### src/rtl/fill_event_tracker.sv
// Full-event tracker: detects rising edges of the load/store full indicator,
// measures inter-event gaps, counts events and flags a missing-event watchdog.
`timescale 1ns/1ps

module fill_event_tracker #(
  parameter int PBITS   = 16,
  parameter int CBITS   = 8,
  parameter int TIMEOUT = 12000
) (
  input  logic             clk,
  input  logic             rst,
  input  logic             sig,
  input  logic             period_ready,
  output logic [PBITS-1:0] period,
  output logic             period_valid,
  output logic [CBITS-1:0] events,
  output logic             tracking,
  output logic             timeout,
  output logic             overrun
);

  localparam logic [0:0]       WAIT_FIRST = 1'b0;
  localparam logic [0:0]       TRACK      = 1'b1;
  localparam logic [PBITS-1:0] PMAX       = {PBITS{1'b1}};
  localparam logic [CBITS-1:0] CMAX       = {CBITS{1'b1}};
  localparam logic [PBITS-1:0] TLIM       = PBITS'(TIMEOUT);

  function automatic logic [PBITS-1:0] sat_inc_p(input logic [PBITS-1:0] v);
    return (v == PMAX) ? v : v + PBITS'(1);
  endfunction

  function automatic logic [CBITS-1:0] sat_inc_c(input logic [CBITS-1:0] v);
    return (v == CMAX) ? v : v + CBITS'(1);
  endfunction

  logic             sig_d_r;
  logic [PBITS-1:0] gap_cnt_r;
  logic [0:0]       state_r;
  logic [PBITS-1:0] period_r;
  logic             period_valid_r;
  logic [CBITS-1:0] events_r;
  logic             overrun_r;
  logic             timeout_r;

  logic             rise_s;
  logic             meas_s;
  logic             accept_s;
  logic [PBITS-1:0] gap_next_s;
  logic [PBITS-1:0] meas_val_s;
  logic [0:0]       state_next_s;
  logic [PBITS-1:0] period_next_s;
  logic             period_valid_next_s;
  logic             overrun_next_s;
  logic [CBITS-1:0] events_next_s;

  // Next-state decode for edge detect, gap counter, FSM and output slot.
  always_comb begin
    rise_s              = sig & ~sig_d_r;
    meas_s              = 1'b0;
    accept_s            = period_valid_r & period_ready;
    meas_val_s          = sat_inc_p(gap_cnt_r);
    gap_next_s          = gap_cnt_r;
    state_next_s        = state_r;
    period_next_s       = period_r;
    period_valid_next_s = period_valid_r;
    overrun_next_s      = overrun_r;
    events_next_s       = events_r;

    if (rise_s) begin
      gap_next_s    = {PBITS{1'b0}};
      events_next_s = sat_inc_c(events_r);
    end else begin
      gap_next_s    = sat_inc_p(gap_cnt_r);
      events_next_s = events_r;
    end

    case (state_r)
      WAIT_FIRST: begin
        if (rise_s) begin
          state_next_s = TRACK;
        end else begin
          state_next_s = WAIT_FIRST;
        end
      end
      TRACK: begin
        state_next_s = TRACK;
        meas_s       = rise_s;
      end
      default: begin
        state_next_s = WAIT_FIRST;
      end
    endcase

    // A new measurement only lands if the slot is empty or being drained now.
    if (meas_s) begin
      if (!period_valid_r || accept_s) begin
        period_next_s       = meas_val_s;
        period_valid_next_s = 1'b1;
      end else begin
        overrun_next_s      = 1'b1;
      end
    end else if (accept_s) begin
      period_valid_next_s = 1'b0;
    end else begin
      period_valid_next_s = period_valid_r;
    end
  end

  // State registers; timeout is registered from the counter's next value.
  always_ff @(posedge clk or negedge rst) begin
    if (!rst) begin
      sig_d_r        <= 1'b0;
      gap_cnt_r      <= {PBITS{1'b0}};
      state_r        <= WAIT_FIRST;
      period_r       <= {PBITS{1'b0}};
      period_valid_r <= 1'b0;
      events_r       <= {CBITS{1'b0}};
      overrun_r      <= 1'b0;
      timeout_r      <= 1'b0;
    end else begin
      sig_d_r        <= sig;
      gap_cnt_r      <= gap_next_s;
      state_r        <= state_next_s;
      period_r       <= period_next_s;
      period_valid_r <= period_valid_next_s;
      events_r       <= events_next_s;
      overrun_r      <= overrun_next_s;
      timeout_r      <= (gap_next_s >= TLIM);
    end
  end

  assign period       = period_r;
  assign period_valid = period_valid_r;
  assign events       = events_r;
  assign tracking     = (state_r == TRACK);
  assign timeout      = timeout_r;
  assign overrun      = overrun_r;

endmodule

### config.mk
export PLATFORM = sky130hd
export DESIGN_NAME = fill_event_tracker
export DESIGN_NICKNAME = d
export VERILOG_FILES = /design/src/rtl/fill_event_tracker.sv
export SDC_FILE = /design/constraint.sdc
export NUM_CORES = 1
export LEC_CHECK = 0
export CAP_MARGIN = 10
export CORE_MARGIN = 3
export CORE_UTILIZATION = 45
export DETAILED_ROUTE_END_ITERATION = 10
export PLACE_DENSITY = 0.84
export SYNTH_ARGS = -nofsm -noshare
export SYNTH_HDL_FRONTEND = slang
export SYNTH_SLANG_ARGS = --single-unit
export TNS_END_PERCENT = 20
### constraint.sdc
create_clock -name clk -period 2.15 [get_ports clk]
set_input_delay 0.3225 -clock clk [delete_from_list [all_inputs] [get_ports clk]]
set_output_delay 0.3225 -clock clk [all_outputs]
set_load 0.01 [all_outputs]
==> impl_metrics.csv <==
group,metric,value,unit
final_layout,non_clock_inverter_count,4,
final_layout,syn2layout_area_growth,28.5,%
cts,clock_buffer_count_from_cts,5,
final_layout,comb.multi_input.count,141,
critical_path,timing.critical_path.to_type,"flip-flop",
synthesis,ys_cells,195,
cts,clock_tree.root_cell,"sky130_fd_sc_hd__clkbuf_8",
timing,timing.final.crit_share,0.946,
drt,routed_wire_length_per_instance,14.5,um
grt,met3_usage,0.0468,
placed_design,hpwl,2890,um
grt,grt_first_pass_wirelength,7270,um
cts,tritoncts_clock_tree,"built",
floorplan,die-area,5290,um2
floorplan,ioPinCount,32,
power_and_ir_drop,cell_internal_pwr,1.46,mW
critical_path,reg2reg_to,"period[15]$_DFFE_PN0P_",
synthesis,yosysMostFrequentCell,"sky130_fd_sc_hd__dfrtp_1",
final_layout,comb_share,0.344,
floorplan,floorplan.rows,23,
final_layout,final_layout_size_suffix_gt1_frac,0.145,
timing,post-route-worst-setup-slack,115,ps
outcome,status,"finished clean",
synthesis,syn_area_per_cell,10.3,um2
drt,dr_total_vias,1572,
grt,largest_net_degree_at_the_start_of_global_routing,46,
critical_path,cp_cell_sequence,"nand4_2, nor4_1, nand2_1, xnor2_1, nor2_1, o21ai_1",
power_and_ir_drop,switchingPower,0.634,mW
grt,first_global_vias,1583,
critical_path,cpLargestDelayFamily,"simple AND/OR/NAND/NOR gates",
final_layout,final_instance_area,2570,um2
synthesis,ys_seq_share,0.562,
final_layout,flops,45,
drt,highest-signal-layer,"met4",
critical_path,worst-path-max-fanout,8,
power_and_ir_drop,seq_power_share,0.530,
placed_design,io_buffers,31,
placed_design,place_congestion,0.852,
run,warning_count,26,
drt,drt_drc_violations_left,0,
synthesis,post_synth_ao_oa_area_fraction,0.0980,
grt,grt-busiest-layer,"met2",
power_and_ir_drop,comb_power,0.471,mW
critical_path,timing.critical_path.required,2340,ps
final_layout,largest_cell_class,"registers",
timing,hold_viol_final,0,
critical_path,worstSetupStartpointType,"flip-flop",
cts,clock_sinks,45,
critical_path,worst_r2r_path_depth,6,
synthesis,synth-main-ff-cell,"sky130_fd_sc_hd__dfrtp_1",
synthesis,asyncSetResetFlopFracSynth,1.00,
synthesis,area_leaders,"sky130_fd_sc_hd__dfrtp_1 (56%), sky130_fd_sc_hd__nand2_1 (5.2%), sky130_fd_sc_hd__o21ai_0 (5.2%)",
cts,clkSlewWorstSetupHoldPaths,90,ps
grt,globalRouteMet1Util,0.236,
synthesis,netlist-cell-type-count,37,
synthesis,synthesis.area,2000,um2
Fig. 1: floorplan with the power grid
The bar under the picture is 20 um long. Pins as bars on the die edge. Tap cells in gray.
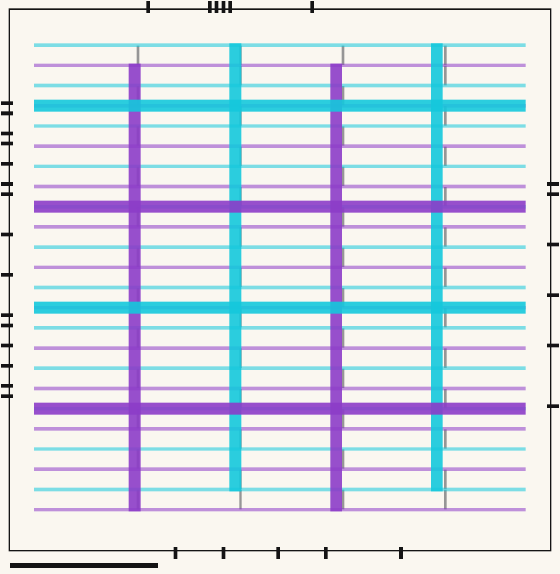
purple -> VSS
cyan -> VDD
signal pins = 32
tap cells = 50
rows = 23
vertical die size: 72.7 um
Std-Cell Core Area: 4140 um2
worst vdd rail ir drop: 0.000768 V
die outline width: 72.7 um

Fig. 2: cell placement
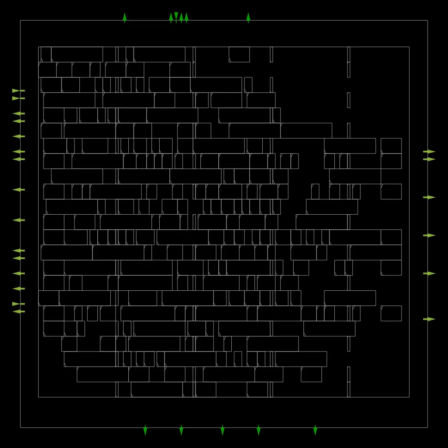
final cell utilization of the core: 0.621
number of filler cells placed in the layout: 349
flop share of the area: 0.438

Fig. 3: I/O nets highlighted
The bar under the picture is 20 um long.
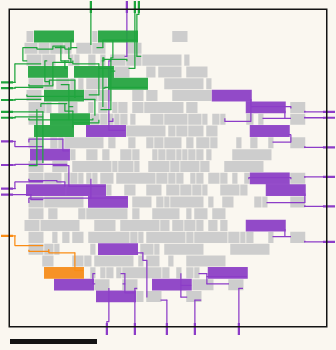
green -> events  # bits 8, direction output, edge 5 west, 3 north, end cells 8, buffers 8, wire 312 um
orange -> period_valid  # bits 1, direction output, edge west, end cells 1, buffers 1, wire 27.0 um
purple -> period  # bits 16, direction output, edge 6 east, 5 south, 4 west, 1 north, end cells 16, buffers 16, wire 320 um

Fig. 4: local utilization
The bar under the picture is 20 um long. The die is cut into 7 by 7 equal tiles; white is low, dark blue is high, 0 to 100% covered.
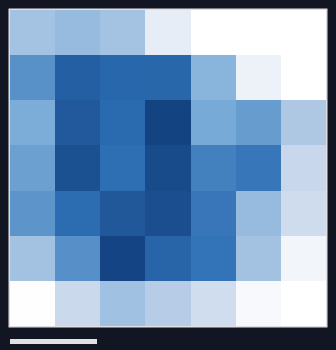
emptiest ninth of the die = north-east
mean over tiles = 48%
nearly empty tiles = 12%
tiles over 75% full = 27%
densest ninth of the die = center
fullest tile = 92%
floorplan-stage core utilization: 0.484

Fig. 5: register map, names as in the netlist
The bar under the picture is 20 um long. Other sequential cells in the stronger gray, the rest of the logic in the fainter gray.
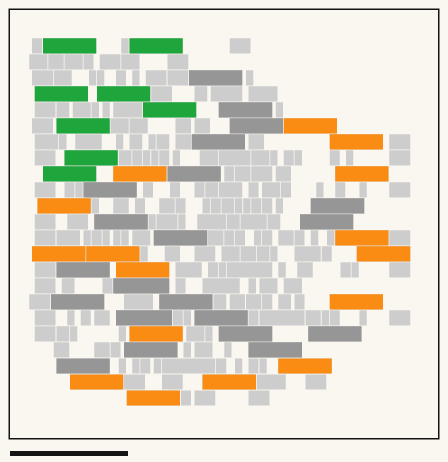
orange -> period  # sequential cells 16
green -> events  # sequential cells 8, where north-west
not colored = 21

Power figures rest on the tool's default switching activity, not on a simulated workload.
